<file path="src/rtl/seq_match_monitor_if.sv">
// Bundle of control inputs and status outputs between the sequence detector
// monitor and its host logic.
interface seq_match_monitor_if #(
  parameter int unsigned CNT_W = 8,
  parameter int unsigned WIN_W = 16
);
  logic             en;
  logic             match_in;
  logic [WIN_W-1:0] win_len;
  logic [CNT_W-1:0] thresh;
  logic             clr;
  logic             busy;
  logic             win_done;
  logic [CNT_W-1:0] win_result;
  logic [CNT_W-1:0] total_cnt;
  logic             alarm;

  modport master (
    output en, match_in, win_len, thresh, clr,
    input  busy, win_done, win_result, total_cnt, alarm
  );

  modport slave (
    input  en, match_in, win_len, thresh, clr,
    output busy, win_done, win_result, total_cnt, alarm
  );
endinterface

</file>
<file path="src/rtl/seq_match_monitor.sv">
// Counts rising edges of the detector match flag over programmable windows,
// reports per-window counts, a sticky threshold alarm and a saturating total.
module seq_match_monitor #(
  parameter int unsigned CNT_W = 8,
  parameter int unsigned WIN_W = 16
) (
  input  logic              clk,
  input  logic              rst,
  seq_match_monitor_if.slave mon
);

  localparam logic [CNT_W-1:0] CNT_MAX = '1;

  typedef enum logic {IDLE, WINDOW} state_t;

  state_t           state, state_n;
  logic [WIN_W-1:0] timer, timer_n;
  logic [CNT_W-1:0] wcnt, wcnt_n;
  logic [CNT_W-1:0] thresh_q, thresh_n;
  logic [CNT_W-1:0] win_result_n, total_n, final_c;
  logic             prev;
  logic             busy_n, win_done_n, alarm_n;
  logic             det_c;

  function automatic logic [CNT_W-1:0] sat_inc(input logic [CNT_W-1:0] v);
    return (v == CNT_MAX) ? v : v + CNT_W'(1);
  endfunction

  assign det_c   = mon.match_in & ~prev;
  assign final_c = det_c ? sat_inc(wcnt) : wcnt;

  // Next-state, window bookkeeping and status updates
  always_comb begin
    state_n      = state;
    timer_n      = timer;
    wcnt_n       = wcnt;
    thresh_n     = thresh_q;
    win_done_n   = 1'b0;
    win_result_n = mon.clr ? '0 : mon.win_result;
    alarm_n      = mon.clr ? 1'b0 : mon.alarm;
    total_n      = mon.clr ? '0 : mon.total_cnt;
    if (mon.en && det_c) total_n = sat_inc(total_n);

    case (state)
      IDLE: begin
        if (mon.en && (mon.win_len != '0)) begin
          state_n  = WINDOW;
          timer_n  = mon.win_len;
          wcnt_n   = '0;
          thresh_n = mon.thresh;
        end
      end
      WINDOW: begin
        if (!mon.en) begin
          state_n = IDLE;
          timer_n = '0;
          wcnt_n  = '0;
        end else if (timer > WIN_W'(1)) begin
          timer_n = timer - WIN_W'(1);
          wcnt_n  = final_c;
        end else begin
          // Last window cycle: publish, then restart with no gap cycle
          win_result_n = final_c;
          win_done_n   = 1'b1;
          if ((thresh_q != '0) && (final_c >= thresh_q)) alarm_n = 1'b1;
          wcnt_n = '0;
          if (mon.win_len != '0) begin
            timer_n  = mon.win_len;
            thresh_n = mon.thresh;
          end else begin
            state_n = IDLE;
            timer_n = '0;
          end
        end
      end
      default: state_n = IDLE;
    endcase

    busy_n = (state_n == WINDOW);
  end

  // State and registered outputs
  always_ff @(posedge clk) begin
    if (rst) begin
      state          <= IDLE;
      timer          <= '0;
      wcnt           <= '0;
      thresh_q       <= '0;
      prev           <= 1'b0;
      mon.busy       <= 1'b0;
      mon.win_done   <= 1'b0;
      mon.win_result <= '0;
      mon.total_cnt  <= '0;
      mon.alarm      <= 1'b0;
    end else begin
      state          <= state_n;
      timer          <= timer_n;
      wcnt           <= wcnt_n;
      thresh_q       <= thresh_n;
      prev           <= mon.match_in;
      mon.busy       <= busy_n;
      mon.win_done   <= win_done_n;
      mon.win_result <= win_result_n;
      mon.total_cnt  <= total_n;
      mon.alarm      <= alarm_n;
    end
  end

endmodule

</file>
<file path="src/flat_wrapper.sv">
// flat-port wrapper written by rule: the top's interface ports become plain ports
module seq_match_monitor_flat 
#(
  parameter int unsigned CNT_W = 8,
  parameter int unsigned WIN_W = 16
)
  (clk, rst, mon_en, mon_match_in, mon_win_len, mon_thresh, mon_clr, mon_busy, mon_win_done, mon_win_result, mon_total_cnt, mon_alarm);
  seq_match_monitor_if #(.CNT_W(CNT_W), .WIN_W(WIN_W)) mon_i ();
  input  logic clk;
  input  logic rst;
  input wire logic [$bits(mon_i.en)-1:0] mon_en;
  input wire logic [$bits(mon_i.match_in)-1:0] mon_match_in;
  input wire logic [$bits(mon_i.win_len)-1:0] mon_win_len;
  input wire logic [$bits(mon_i.thresh)-1:0] mon_thresh;
  input wire logic [$bits(mon_i.clr)-1:0] mon_clr;
  output wire logic [$bits(mon_i.busy)-1:0] mon_busy;
  output wire logic [$bits(mon_i.win_done)-1:0] mon_win_done;
  output wire logic [$bits(mon_i.win_result)-1:0] mon_win_result;
  output wire logic [$bits(mon_i.total_cnt)-1:0] mon_total_cnt;
  output wire logic [$bits(mon_i.alarm)-1:0] mon_alarm;
  assign mon_i.en = mon_en;
  assign mon_i.match_in = mon_match_in;
  assign mon_i.win_len = mon_win_len;
  assign mon_i.thresh = mon_thresh;
  assign mon_i.clr = mon_clr;
  assign mon_busy = mon_i.busy;
  assign mon_win_done = mon_i.win_done;
  assign mon_win_result = mon_i.win_result;
  assign mon_total_cnt = mon_i.total_cnt;
  assign mon_alarm = mon_i.alarm;
  seq_match_monitor #(.CNT_W(CNT_W), .WIN_W(WIN_W)) u_core (.clk(clk), .rst(rst), .mon(mon_i));
endmodule
</file>
<file path="config.mk">
export PLATFORM = sky130hd
export DESIGN_NAME = seq_match_monitor_flat
export DESIGN_NICKNAME = d
export VERILOG_FILES = /design/src/rtl/seq_match_monitor_if.sv /design/src/rtl/seq_match_monitor.sv /design/src/flat_wrapper.sv
export SDC_FILE = /design/constraint.sdc
export NUM_CORES = 1
export LEC_CHECK = 0
export CORE_UTILIZATION = 59
export CTS_CLUSTER_DIAMETER = 40
export DETAILED_ROUTE_END_ITERATION = 7
export PLACE_DENSITY_LB_ADDON = 0.1
export SLEW_MARGIN = 20
export SYNTH_ARGS = -nofsm -noshare
export SYNTH_HDL_FRONTEND = slang
export SYNTH_SLANG_ARGS = --single-unit
</file>
<file path="constraint.sdc">
create_clock -name clk -period 5.9 [get_ports clk]
set_input_delay 1.475 -clock clk [delete_from_list [all_inputs] [get_ports clk]]
set_output_delay 1.475 -clock clk [all_outputs]
set_load 0.02 [all_outputs]
</file>
==> reports/qor.rpt, run 1 <==
=========================================================================
Run status                                                   finished clean
Post-route clock period utilization                                 66.1%
Placed Cells                                                          487
Antenna cells                                                           0
Clock tree sinks                                                       52
Count of clock buffers in the final design                              5
Crit Path Max Fanout                                                    5
Worst setup path endpoint                                    u_core.mon.alarm
Count of multi-input gates                                            290
Finish-stage setup viols                                                0
Met2 Routed Length                                                3900 um
Setup Total Neg Slack                                                0 ns
Buffer depth of the longest clock path                                  2
Overall Power                                                      808 uW
Final-layout non-clock buffer area share                            12.6%
Detailed Route Iter0 Violations                                       302
Layout filler cell count                                              433
Worst clock skew                                               0.00759 ns
Cell with the largest stage delay on the worst path          sky130_fd_sc_hd__clkdlybuf4s50_1
Combined area of all synthesized cells                         3190 sq um
Number of rows created at floorplan                                    26
Largest net degree at the start of global routing                      55
DRC errors left                                                         0
Routed length on met1                                             3710 um
CTS tree                                                             done
Proportion of power drawn by flip-flops and latches                 48.4%
Arrival time worst endpoint                                       4.06 ns
WHS                                                              0.486 ns
Post-synthesis cell type count                                         69
Switching pwr                                                      272 uW
Count of buffers added by post-CTS timing repair for setup              0
WL met3                                                            753 um
Number of warnings reported in the yosys synthesis log                  0
Final cell count without fillers                                      495
Gpl congestion                                                      0.907
Clock group share of total power                                    27.8%
Buf/Inv on CP                                                           1
Chip area                                                      5700 sq um
Number of iterations in the first detailed-routing pass                 5
Wire length of the first global-routing pass                     13400 um
Path category of the worst min-delay check                        reg2reg
Kind of end point of the critical path                          flip-flop
=========================================================================
**Run 1: signal wires on met2**

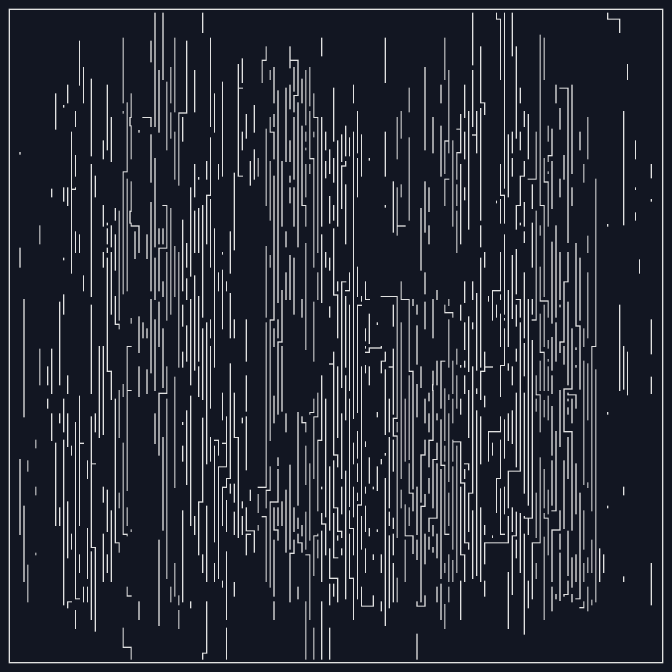
nets with wire on the layer = 409
share of all routed wire = 46%
main direction = vertical
longest straight run = 33.1 um
via count of the routed design: 3206
GR Layer Usage met2: 47.6%
post-detailed-routing wire length: 8480 um

**Run 1: track usage over the die**

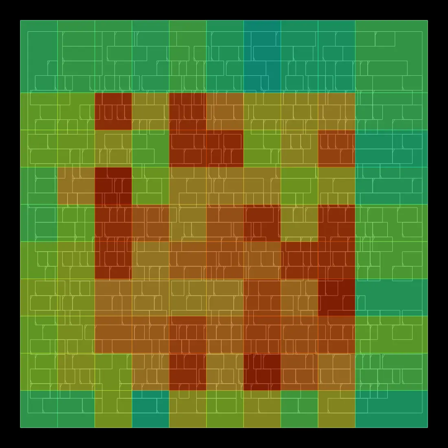
met1 track demand over resource in global routing: 43.2%
met3 track utilization from global routing: 6.35%
most crowded layer after global routing: met2
wire per inst: 17.1 um

**Run 1: routed metal, one colour a layer**

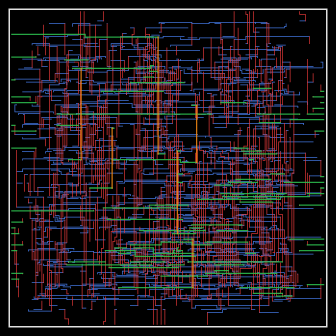
green -> met3  # wire length 754 um
red -> met2  # wire length 3900 um
blue -> met1  # wire length 3710 um
orange -> met4  # wire length 109 um
combined global-route utilization of all metal layers: 30.7%

**Run 1: cell density map**

8 x 8 tiles, from white (low) to dark blue (high), 0 to 100% covered.
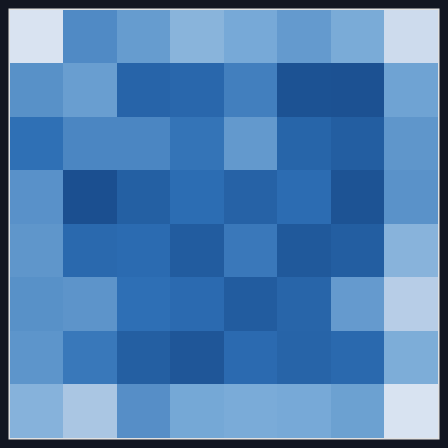

==> run 2, diff against run 1 <==
CORE_UTILIZATION = 54   (was 59)
clock period = 3.8 ns   (was 5.9 ns; I/O delays follow)
**Run 2: cell density map**

8 x 8 tiles, from white (low) to dark blue (high), 0 to 100% covered.
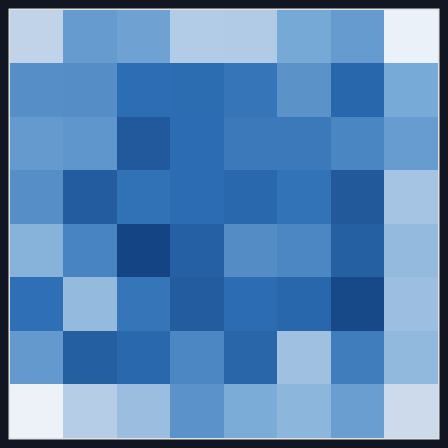
densest ninth of the die = centre
mean over tiles = 60%
fullest tile = 92%
tiles over 75% full = 30%
Core ar.: 5610 sq um
share of the core filled with cells: 68.3%
share of the core filled by cells before placement: 56.9%

**Run 2: signal wires on met2**

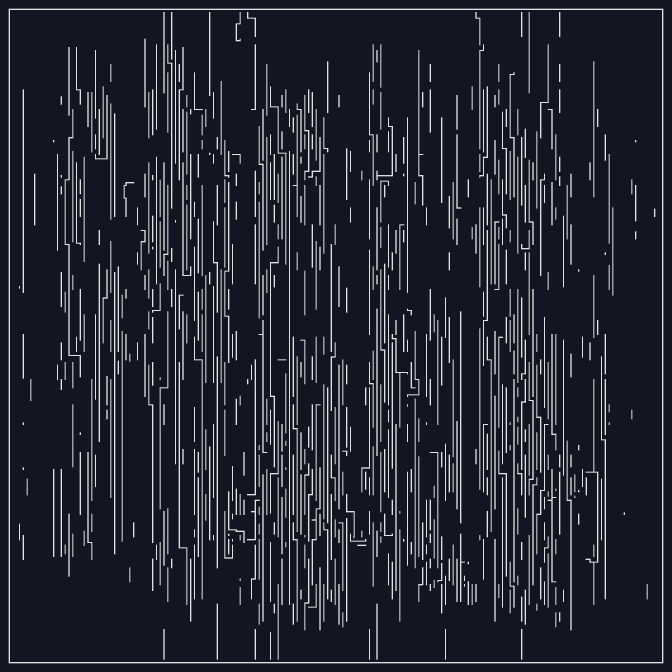
share of all routed wire = 46%
nets with wire on the layer = 395
via count of the routed design: 3140
post-detailed-routing wire length: 8440 um
GR Layer Usage met2: 46.9%

**Run 2: track usage over the die**

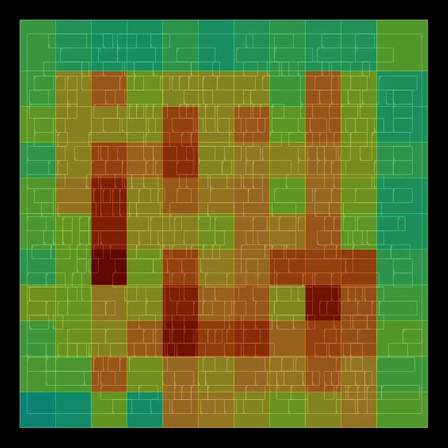
combined global-route utilization of all metal layers: 28.0%
met3 track utilization from global routing: 4.25%
met1 track demand over resource in global routing: 37.1%
wire per inst: 16.8 um

==> run 2 against run 1 <==
Effect of this change:
- worst setup slack got worse by 1.5 ns
- synthesized cell count unchanged
- first-iteration DRC count is 31% lower
- core utilization down 4.3 points
- non-clock buffer count up 5
- design area up 1.9%
- critical endpoint unchanged
==> reports/qor.rpt, run 2 <==
========================================================================================================
Run status                                                                                  finished clean
Sequential portion of the cell area                                                                27.2%
Gpl congestion                                                                                     0.914
Setup Total Neg Slack                                                                               0 ns
Finish-stage setup viols                                                                               0
Overall Power                                                                                    1.35 mW
Routed length on met1                                                                            3910 um
P&R area growth vs syn                                                                             20.0%
Crit Path Max Fanout                                                                                   5
Buf/Inv on CP                                                                                          1
Clock tree sinks                                                                                      52
Chip area                                                                                     6220 sq um
WL met3                                                                                           524 um
Worst setup path endpoint                                                                   u_core.mon.alarm
Top pwr grp                                                                                    registers
Most crowded layer after global routing                                                             met2
Met2 Routed Length                                                                               3880 um
CTS tree                                                                                            done
Number of warnings reported in the yosys synthesis log                                                 0
# port buffers                                                                                        47
Placed Cells                                                                                         494
Critical register-to-register path startpoint                                               u_core.wcnt[0]
Unrepaired setup endpoints after global routing                                                       no
Switching pwr                                                                                     396 uW
Cell with the largest stage delay on the worst path                                         sky130_fd_sc_hd__clkdlybuf4s50_1
Number of rows created at floorplan                                                                   27
Final-layout non-clock buffer area share                                                           13.3%
Number of flip-flops and latches in the synthesized netlist                                           52
Wire length of the first global-routing pass                                                    13800 um
DRC errors left                                                                                        0
Post-synthesis cell type count                                                                        69
Proportion of power drawn by flip-flops and latches                                                44.5%
Path category of the worst min-delay check                                                       reg2reg
Number of iterations in the first detailed-routing pass                                                5
WHS                                                                                             0.492 ns
Count of multi-input gates                                                                           290
Final cell count without fillers                                                                     501
Layout filler cell count                                                                             484
Post-CTS clock slew at the launch and capture registers of the worst setup and hold paths        0.10 ns
Buffer depth of the longest clock path                                                                 2
Taps Inserted                                                                                         72
Count of clock buffers in the final design                                                             5
Clock group share of total power                                                                   32.9%
Antenna cells                                                                                          0
Kind of end point of the critical path                                                         flip-flop
Combinational Area                                                                            1960 sq um
PnR worst setup slack                                                                           0.489 ns
========================================================================================================
No activity file was given, so power comes from the tool's default toggle rates.
